Figure 1. Placement by cell class.
The bar under the picture is 100 microns long. Fill, decap, tap and diode cells in gray.
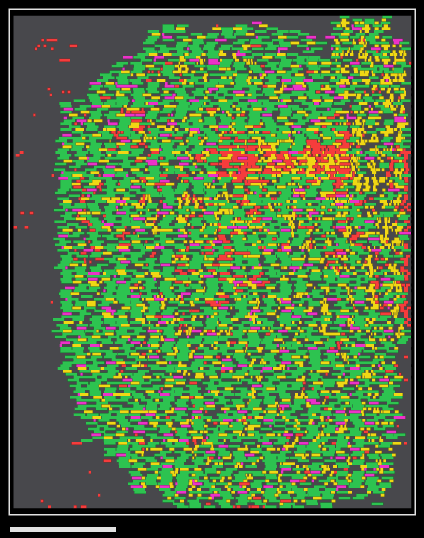
Figure 2. Signal wires by layer.
The bar under the picture is 100 microns long.
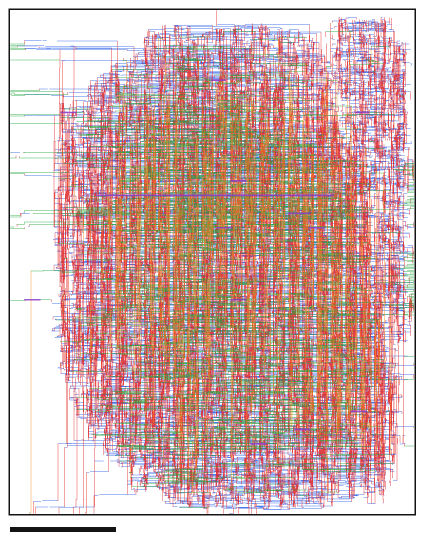
--- src/rtl/chk_stream_scoreboard_pkg.sv ---
// Shared constants and helpers for the stream scoreboard and its FIFO.
// Flag bit positions index the sticky status vector inside the scoreboard.
package chk_stream_scoreboard_pkg;

    localparam int FLAG_OVERFLOW  = 0;
    localparam int FLAG_UNDERFLOW = 1;
    localparam int FLAG_TIMEOUT   = 2;
    localparam int FLAG_FRAME     = 3;
    localparam int FLAG_NUM       = 4;

    localparam int FRAME_CNT_W    = 16;
    localparam int LENQ_AW        = 2;

    // Ceiling log2, usable in parameter and port-width expressions.
    function automatic int chk_log2(input int value);
        int result;
        result = 0;
        for (int i = 0; i < 31; i++) begin
            if ((1 << i) < value) begin
                result = i + 1;
            end
        end
        return result;
    endfunction

endpackage

--- src/rtl/chk_sync_fifo.sv ---
// Single-clock FIFO with synchronous flush, full/empty and occupancy outputs.
// Pointers carry one extra wrap bit so full and empty are distinguishable.
module chk_sync_fifo
    import chk_stream_scoreboard_pkg::*;
#(
    parameter int WIDTH = 32,
    parameter int DEPTH = 64
) (
    input  logic                       clk,
    input  logic                       reset_n,
    input  logic                       i_flush,
    input  logic                       i_push,
    input  logic                       i_pop,
    input  logic [WIDTH-1:0]           i_data,
    output logic [WIDTH-1:0]           o_data,
    output logic                       o_full,
    output logic                       o_empty,
    output logic [chk_log2(DEPTH):0]   o_fill
);
    localparam int AW = chk_log2(DEPTH);

    logic [WIDTH-1:0] r_mem [DEPTH];
    logic [AW:0]      r_wr_ptr;
    logic [AW:0]      r_rd_ptr;
    logic             w_wr_en;
    logic             w_rd_en;

    // A push while full is only accepted when a pop frees the head slot.
    assign w_wr_en = i_push & (~o_full | i_pop);
    assign w_rd_en = i_pop & ~o_empty;

    always_ff @(posedge clk or negedge reset_n) begin
        if (!reset_n) begin
            r_wr_ptr <= '0;
            r_rd_ptr <= '0;
        end else if (i_flush) begin
            r_wr_ptr <= '0;
            r_rd_ptr <= '0;
        end else begin
            if (w_wr_en) begin
                r_wr_ptr <= r_wr_ptr + 1'b1;
            end
            if (w_rd_en) begin
                r_rd_ptr <= r_rd_ptr + 1'b1;
            end
        end
    end

    always_ff @(posedge clk) begin
        if (w_wr_en) begin
            r_mem[r_wr_ptr[AW-1:0]] <= i_data;
        end
    end

    assign o_data  = r_mem[r_rd_ptr[AW-1:0]];
    assign o_fill  = r_wr_ptr - r_rd_ptr;
    assign o_empty = (r_wr_ptr == r_rd_ptr);
    assign o_full  = ({~r_wr_ptr[AW], r_wr_ptr[AW-1:0]} == r_rd_ptr);

endmodule

--- src/rtl/chk_stream_scoreboard.sv ---
// Scoreboard comparing a DUT's output pixel stream against its buffered input,
// with sticky status flags, error counting and per-frame length checking.
module chk_stream_scoreboard
    import chk_stream_scoreboard_pkg::*;
#(
    parameter int DATA_WIDTH    = 8,
    parameter int CHANNEL_NUM   = 4,
    parameter int DATA_DEPTH    = 64,
    parameter int STOP_ON_ERROR = 0,
    parameter int MAX_LATENCY   = 1024,
    parameter int ERR_CNT_WIDTH = 16
) (
    input  logic                                clk,
    input  logic                                reset_n,
    input  logic                                i_chk_en,
    input  logic [CHANNEL_NUM-1:0]              iv_chan_mask,
    input  logic                                i_fval_in,
    input  logic                                i_lval_in,
    input  logic [DATA_WIDTH*CHANNEL_NUM-1:0]   iv_pix_data_in,
    input  logic                                i_fval_out,
    input  logic                                i_lval_out,
    input  logic [DATA_WIDTH*CHANNEL_NUM-1:0]   iv_pix_data_out,
    output logic [ERR_CNT_WIDTH-1:0]            ov_err_cnt,
    output logic [CHANNEL_NUM-1:0]              ov_chan_err,
    output logic                                o_overflow,
    output logic                                o_underflow,
    output logic                                o_timeout,
    output logic                                o_frame_err,
    output logic [chk_log2(DATA_DEPTH):0]       ov_fill,
    output logic [FRAME_CNT_W-1:0]              ov_frame_cnt
);
    localparam int AW    = chk_log2(DATA_DEPTH);
    localparam int DW    = DATA_WIDTH * CHANNEL_NUM;
    localparam int AGE_W = chk_log2(MAX_LATENCY + 1);
    localparam logic [AGE_W-1:0]         AGE_MAX = AGE_W'(MAX_LATENCY);
    localparam logic [ERR_CNT_WIDTH-1:0] ERR_MAX = '1;

    logic                    w_push, w_pop, w_flush, w_bypass;
    logic                    w_fifo_push, w_fifo_pop, w_cmp_fire;
    logic                    w_full, w_empty;
    logic [DW-1:0]           w_head, w_expected;
    logic [AW:0]             w_fill;
    logic [CHANNEL_NUM-1:0]  w_mismatch;
    logic [AGE_W-1:0]        w_age_next;
    logic                    w_in_rise, w_in_fall, w_out_rise, w_out_fall;
    logic                    w_lenq_empty, w_lenq_full, w_frame_err;
    logic [FRAME_CNT_W-1:0]  w_lenq_head;

    logic                    r_chk_en_d;
    logic                    r_cmp_valid;
    logic [CHANNEL_NUM-1:0]  r_mismatch;
    logic [DW-1:0]           r_got, r_exp;
    logic [ERR_CNT_WIDTH-1:0] r_err_cnt;
    logic [CHANNEL_NUM-1:0]  r_chan_err;
    logic [FLAG_NUM-1:0]     r_flags;
    logic [AGE_W-1:0]        r_age;
    logic                    r_fval_in_d, r_fval_out_d, r_in_track, r_out_track;
    logic [FRAME_CNT_W-1:0]  r_in_cnt, r_out_cnt, r_frame_cnt;
    logic [FRAME_CNT_W-1:0]  r_lenq [1 << LENQ_AW];
    logic [LENQ_AW:0]        r_lenq_wr, r_lenq_rd;

    assign w_push      = i_chk_en & i_fval_in & i_lval_in;
    assign w_pop       = i_chk_en & i_fval_out & i_lval_out;
    assign w_flush     = r_chk_en_d & ~i_chk_en;
    // An empty FIFO with a simultaneous push and pop compares straight against the input beat.
    assign w_bypass    = w_empty & w_push & w_pop;
    assign w_fifo_push = w_push & ~w_bypass;
    assign w_fifo_pop  = w_pop & ~w_empty;
    assign w_cmp_fire  = w_fifo_pop | w_bypass;
    assign w_expected  = w_bypass ? iv_pix_data_in : w_head;

    chk_sync_fifo #(
        .WIDTH (DW),
        .DEPTH (DATA_DEPTH)
    ) u_fifo (
        .clk     (clk),
        .reset_n (reset_n),
        .i_flush (w_flush),
        .i_push  (w_fifo_push),
        .i_pop   (w_fifo_pop),
        .i_data  (iv_pix_data_in),
        .o_data  (w_head),
        .o_full  (w_full),
        .o_empty (w_empty),
        .o_fill  (w_fill)
    );

    always_comb begin
        w_mismatch = '0;
        for (int k = 0; k < CHANNEL_NUM; k++) begin
            w_mismatch[k] = iv_chan_mask[k] &
                (iv_pix_data_out[k*DATA_WIDTH +: DATA_WIDTH] != w_expected[k*DATA_WIDTH +: DATA_WIDTH]);
        end
    end

    always_comb begin
        w_age_next = r_age;
        if (w_pop || (w_fill == '0)) begin
            w_age_next = '0;
        end else if (r_age != AGE_MAX) begin
            w_age_next = r_age + 1'b1;
        end
    end

    // The compare result is registered first; counters and channel flags follow one cycle later.
    always_ff @(posedge clk or negedge reset_n) begin
        if (!reset_n) begin
            r_chk_en_d  <= 1'b0;
            r_cmp_valid <= 1'b0;
            r_mismatch  <= '0;
            r_got       <= '0;
            r_exp       <= '0;
            r_err_cnt   <= '0;
            r_chan_err  <= '0;
            r_flags     <= '0;
            r_age       <= '0;
        end else begin
            r_chk_en_d  <= i_chk_en;
            r_cmp_valid <= w_cmp_fire;
            r_mismatch  <= w_cmp_fire ? w_mismatch : '0;
            r_got       <= iv_pix_data_out;
            r_exp       <= w_expected;
            r_age       <= w_age_next;
            if (r_cmp_valid && (|r_mismatch)) begin
                if (r_err_cnt != ERR_MAX) begin
                    r_err_cnt <= r_err_cnt + 1'b1;
                end
                r_chan_err <= r_chan_err | r_mismatch;
            end
            if (w_push && w_full && !w_pop) begin
                r_flags[FLAG_OVERFLOW] <= 1'b1;
            end
            if (w_pop && w_empty && !w_push) begin
                r_flags[FLAG_UNDERFLOW] <= 1'b1;
            end
            if (w_age_next == AGE_MAX) begin
                r_flags[FLAG_TIMEOUT] <= 1'b1;
            end
            if (w_frame_err) begin
                r_flags[FLAG_FRAME] <= 1'b1;
            end
        end
    end

    always_ff @(posedge clk) begin
        if (STOP_ON_ERROR != 0 && r_cmp_valid && (|r_mismatch)) begin
            $error("chk_stream_scoreboard: data error at %0t got %h expected %h", $time, r_got, r_exp);
            $stop;
        end
    end

    // Edge detectors start high so a frame already in flight at reset release is ignored.
    assign w_in_rise    = i_fval_in & ~r_fval_in_d;
    assign w_in_fall    = ~i_fval_in & r_fval_in_d & r_in_track;
    assign w_out_rise   = i_fval_out & ~r_fval_out_d;
    assign w_out_fall   = ~i_fval_out & r_fval_out_d & r_out_track;
    assign w_lenq_empty = (r_lenq_wr == r_lenq_rd);
    assign w_lenq_full  = ({~r_lenq_wr[LENQ_AW], r_lenq_wr[LENQ_AW-1:0]} == r_lenq_rd);
    assign w_lenq_head  = r_lenq[r_lenq_rd[LENQ_AW-1:0]];
    assign w_frame_err  = w_out_fall & (w_lenq_empty | (w_lenq_head != r_out_cnt));

    always_ff @(posedge clk or negedge reset_n) begin
        if (!reset_n) begin
            r_fval_in_d  <= 1'b1;
            r_fval_out_d <= 1'b1;
            r_in_track   <= 1'b0;
            r_out_track  <= 1'b0;
            r_in_cnt     <= '0;
            r_out_cnt    <= '0;
            r_frame_cnt  <= '0;
            r_lenq_wr    <= '0;
            r_lenq_rd    <= '0;
            for (int i = 0; i < (1 << LENQ_AW); i++) begin
                r_lenq[i] <= '0;
            end
        end else begin
            r_fval_in_d  <= i_fval_in;
            r_fval_out_d <= i_fval_out;
            if (w_in_rise) begin
                r_in_track <= 1'b1;
                r_in_cnt   <= FRAME_CNT_W'(w_push);
            end else if (w_in_fall) begin
                r_in_track <= 1'b0;
            end else if (w_push && r_in_track) begin
                r_in_cnt <= r_in_cnt + 1'b1;
            end
            if (w_out_rise) begin
                r_out_track <= 1'b1;
                r_out_cnt   <= FRAME_CNT_W'(w_pop);
            end else if (w_out_fall) begin
                r_out_track <= 1'b0;
            end else if (w_pop && r_out_track) begin
                r_out_cnt <= r_out_cnt + 1'b1;
            end
            if (w_out_fall) begin
                r_frame_cnt <= r_frame_cnt + 1'b1;
            end
            if (w_flush) begin
                r_lenq_wr <= '0;
                r_lenq_rd <= '0;
            end else begin
                if (w_in_fall && !w_lenq_full) begin
                    r_lenq[r_lenq_wr[LENQ_AW-1:0]] <= r_in_cnt;
                    r_lenq_wr <= r_lenq_wr + 1'b1;
                end
                if (w_out_fall && !w_lenq_empty) begin
                    r_lenq_rd <= r_lenq_rd + 1'b1;
                end
            end
        end
    end

    assign ov_err_cnt   = r_err_cnt;
    assign ov_chan_err  = r_chan_err;
    assign o_overflow   = r_flags[FLAG_OVERFLOW];
    assign o_underflow  = r_flags[FLAG_UNDERFLOW];
    assign o_timeout    = r_flags[FLAG_TIMEOUT];
    assign o_frame_err  = r_flags[FLAG_FRAME];
    assign ov_fill      = w_fill;
    assign ov_frame_cnt = r_frame_cnt;

endmodule
--- config.mk ---
export PLATFORM = sky130hd
export DESIGN_NAME = chk_stream_scoreboard
export DESIGN_NICKNAME = d
export VERILOG_FILES = /design/src/rtl/chk_stream_scoreboard_pkg.sv /design/src/rtl/chk_sync_fifo.sv /design/src/rtl/chk_stream_scoreboard.sv
export SDC_FILE = /design/constraint.sdc
export NUM_CORES = 2
export LEC_CHECK = 0
export CAP_MARGIN = 20
export CORE_ASPECT_RATIO = 1.25
export CORE_MARGIN = 3
export CORE_UTILIZATION = 50
export DETAILED_ROUTE_END_ITERATION = 10
export GPL_TIMING_DRIVEN = 0
export PLACE_DENSITY = 0.68
export SLEW_MARGIN = 20
export SYNTH_ARGS = -nofsm -noshare
export SYNTH_HDL_FRONTEND = slang
export SYNTH_SLANG_ARGS = --single-unit
--- constraint.sdc ---
create_clock -name clk -period 4.4 [get_ports clk]
set_input_delay 0.66 -clock clk [delete_from_list [all_inputs] [get_ports clk]]
set_output_delay 0.66 -clock clk [all_outputs]
set_load 0.01 [all_outputs]
==> impl_metrics.env <==
# yosys + openroad results
export IMPL_dominant_cells="flip-flops and latches"
export IMPL_drv_cap=0
export IMPL_dpl_cell_count=7213
export IMPL_r2r_end="r_mismatch[0]"
export IMPL_ys_seq_share_pct=74.6
export IMPL_setup_violations_final=49
export IMPL_path_class="flop to flop"
export IMPL_buf_share_pct=7.28
export IMPL_final_clkbuf_count=256
export IMPL_inverters=26
export IMPL_cts_htree_levels=4
export IMPL_wirelength_mm=321
export IMPL_seq_share_pct=63.1
export IMPL_place_area_sq_um=96600
export IMPL_nets=5263
export IMPL_finalCriticalPeriod_ns=4.52
export IMPL_clockBufferDepth=3
export IMPL_fmax_mhz=221
export IMPL_cp_startpoint="u_fifo.r_rd_ptr[2]"
export IMPL_initCoreUtil_pct=50.6
export IMPL_diodes=14
export IMPL_yosys_cells=4590
export IMPL_synth_cell_type_count=83
export IMPL_coreArea_sq_um=175000
export IMPL_simple_gate_share_pct=3.08
export IMPL_tightest_slew_ns=1.18
export IMPL_dr_pass1_iters=7
export IMPL_vias=53098
export IMPL_insertion_delay_ns=0.88
export IMPL_worst_path_most_repeated_cell="buf_2"
export IMPL_numCtsBuffers=202
export IMPL_grt_overflow=0
export IMPL_grt_first_pass_wirelength_mm=430
export IMPL_violations="setup timing"
export IMPL_ys_warn_count=0
export IMPL_via_per_inst=6.91
export IMPL_critPathMaxStageDelay_ns=0.55
export IMPL_final_util_pct=59.8
export IMPL_grt_pass1_vias=50641
export IMPL_path_clk_slew_ns=0.06
export IMPL_p_leak_nw=33.9
export IMPL_worstRegToRegCells=12
export IMPL_comb_area_share_pct=20.5
export IMPL_synthTopCellsByCount="edfxtp_1 (2,048), mux2i_1 (370), mux4_2 (327)"
export IMPL_syn_area_per_cell_sq_um=19.2
export IMPL_pre_cts_slack_ns=-2.19
export IMPL_holdPathStages=1
export IMPL_edf_count=2048
export IMPL_syn_to_final_growth_pct=18.3
export IMPL_gp_congestion=0.962
export IMPL_cts_tree="yes"
export IMPL_syn_cell_area_sq_um=88300
export IMPL_vdd_drop_max_mv=0.438
export IMPL_layout_cells_non_filler=7685
export IMPL_synth_async_reset_ratio_pct=7.96
export IMPL_required_ns=5.12
export IMPL_die_w_microns=382
export IMPL_yosysTopAreaCell="edfxtp_1"
export IMPL_drv_slew=0
export IMPL_worstPathArrival_ns=5.24
export IMPL_rsz0062_at_grt="yes"
export IMPL_most_common_cell="edfxtp_1"
export IMPL_min_from="iv_pix_data_in[1]"
export IMPL_netlist_instances=4590
export IMPL_finalCritPeriodShare_pct=103
export IMPL_synth_flops=2225
export IMPL_wire_per_inst_microns=41.7
export IMPL_clkPwrFrac_pct=36.3
export IMPL_tool_warnings=34
export IMPL_flop_cell="edfxtp_1"
export IMPL_power_switching_mw=12.5
export IMPL_topCellsByArea="edfxtp_1 (70%), mux4_2 (8.3%), dfrtp_1 (5.0%)"
export IMPL_worstPathCellList="buf_4 -> clkbuf_2 -> nor2_1 -> buf_2 -> buf_2 -> a21oi_1 -> a32oi_1 -> nand4_1 -> o32ai_2 -> xnor2_2 -> a211oi_2 -> a31oi_1"
export IMPL_drc=0
export IMPL_num_rows=171
export IMPL_register_area_sq_um=65900
export IMPL_nFlopsAndLatches=2225
export IMPL_top_logic_kind="multiplexers"
export IMPL_p_int_mw=35.5
export IMPL_ys_sh_adder_pct=0.303
export IMPL_ant_nets=0
export IMPL_final_cell_area_sq_um=104000
export IMPL_grt_antenna_before_repair=23
export IMPL_first_iter_violations=10121
export IMPL_synth_net_count=4685
export IMPL_grt_max_degree=97
export IMPL_crit_end="r_mismatch[0]"
export IMPL_yosysTopAreaCellShare_pct=69.6
export IMPL_p_comb_share_pct=15.2
export IMPL_r2r_start="u_fifo.r_rd_ptr[2]"
export IMPL_ys_sh_aoi_pct=4.47
export IMPL_ctsRootBufferMaster="clkbuf_16"
export IMPL_crit_path_top_delay_cell="buf_2"
export IMPL_place_hpwl_mm=213
export IMPL_worst_path_max_fanout=10
export IMPL_die_area_sq_um=182000
export IMPL_min_path_type="input pin to flop"
export IMPL_whs_ns=0.107
export IMPL_fin_ws_ns=-0.119
export IMPL_power_density_nw_per_um2=460
export IMPL_most_common_layout_cells="edfxtp_1 (2,048), mux2i_1 (369), mux4_2 (327)"
export IMPL_netSwitchingFraction_pct=26.1
export IMPL_grt_usage_pct=35.2
export IMPL_cts_sinks=2225
export IMPL_startpoint_type="flop"
export IMPL_outcome="finished with violations"
export IMPL_mux_share_pct=14.2
export IMPL_hold_viol_final=0
export IMPL_buffers=632
export IMPL_fillers=12298
export IMPL_yosys_area_sq_um=88300
export IMPL_r2r_slack_ns=-0.12
export IMPL_ys_sh_xor_pct=1.23
export IMPL_logic_area_sq_um=21400
export IMPL_setup_tns_ns=-0.901
export IMPL_total_power_mw=48.1
export IMPL_drive_gt1_share_pct=25.0
export IMPL_fin_skew_ns=0.0371
export IMPL_clkCellAreaFrac_pct=6.14
export IMPL_io_pins=122
## Picture notes: Figure 1
legend:
  red:
    class: remaining buffers and delay cells
    cells: 632
    share_of_their_area: 7.5%
  yellow:
    class: remaining logic cells
    cells: 2,107
    share_of_their_area: 21%
  magenta:
    class: clock drivers and dummy loads
    cells: 372
    share_of_their_area: 6.3%
  green:
    class: registers
    cells: 2,225
    share_of_their_area: 65%

## Picture notes: Figure 2
legend:
  orange:
    layer: M4
    wire_length: 27.8 mm
  green:
    layer: M3
    wire_length: 48.3 mm
  purple:
    layer: M5
    wire_length: 388 microns
  blue:
    layer: M1
    wire_length: 103 mm
  red:
    layer: M2
    wire_length: 141 mm

==> flip-flops by register name, summed over array words and instances (netlist names), 3 cells and up <==
signal           cells
u_fifo.r_wr_ptr      7
r_lenq              64
ov_chan_err          4
u_fifo.r_rd_ptr      7
ov_frame_cnt        16
r_mismatch           4
r_flags              4
r_lenq_wr            3
r_age               11
ov_err_cnt          16
u_fifo.r_mem      2048
r_in_cnt            16
r_out_cnt           16
r_lenq_rd            3
==> timing repair <==
action	in CTS	in global routing
setup endpoints to repair	2077	885
resized	99	48
hold buffers	1	0
hold endpoints to repair	80	0
pin swaps	45	6
buffers inserted	80	6
==> kinds of logic (layout without fill, tap and decap cells) <==
| group | Yosys count | in the layout |
|---|---|---|
| xor+xnor | 124 | 124 |
| fa+ha+maj | 21 | 21 |
| other cells | 0 | 14 |
| mux | 811 | 811 |
| flops | 2225 | 2225 |
| simple gates | 576 | 576 |
| compound gates | 549 | 549 |
| buf+inv | 284 | 1030 |
==> critical path, delay by kind of cell (launching register included) <==
kind            cells  cell delay, ns
flops               1            0.49
buf+inv             4            1.46
simple gates        2            0.93
xor+xnor            1            0.22
compound gates      5            1.27
==> routing by layer <==
metal | vias to the layer above | GRT usage (%) | part of all wire, %
met5 | - | 0.159 | 0.12
met1 | 27036 | 42.7 | 32
met4 | 26 | 24.6 | 8.7
li1 | 19913 | - | -
met2 | 4869 | 52.3 | 44
met3 | 1254 | 13.4 | 15
==> power by group through the flow <==
stage               combinational [mW]  clock [mW]  sequential [mW]
detailed placement                6.99           0             23.8
floorplan                         3.98           0             23.8
finish                            7.31        17.4             23.3
global placement                  6.84           0             23.8
CTS                               7.06        17.4             23.3
global route                      7.40        18.3             23.3
Power is estimated from default activity; no workload was simulated.
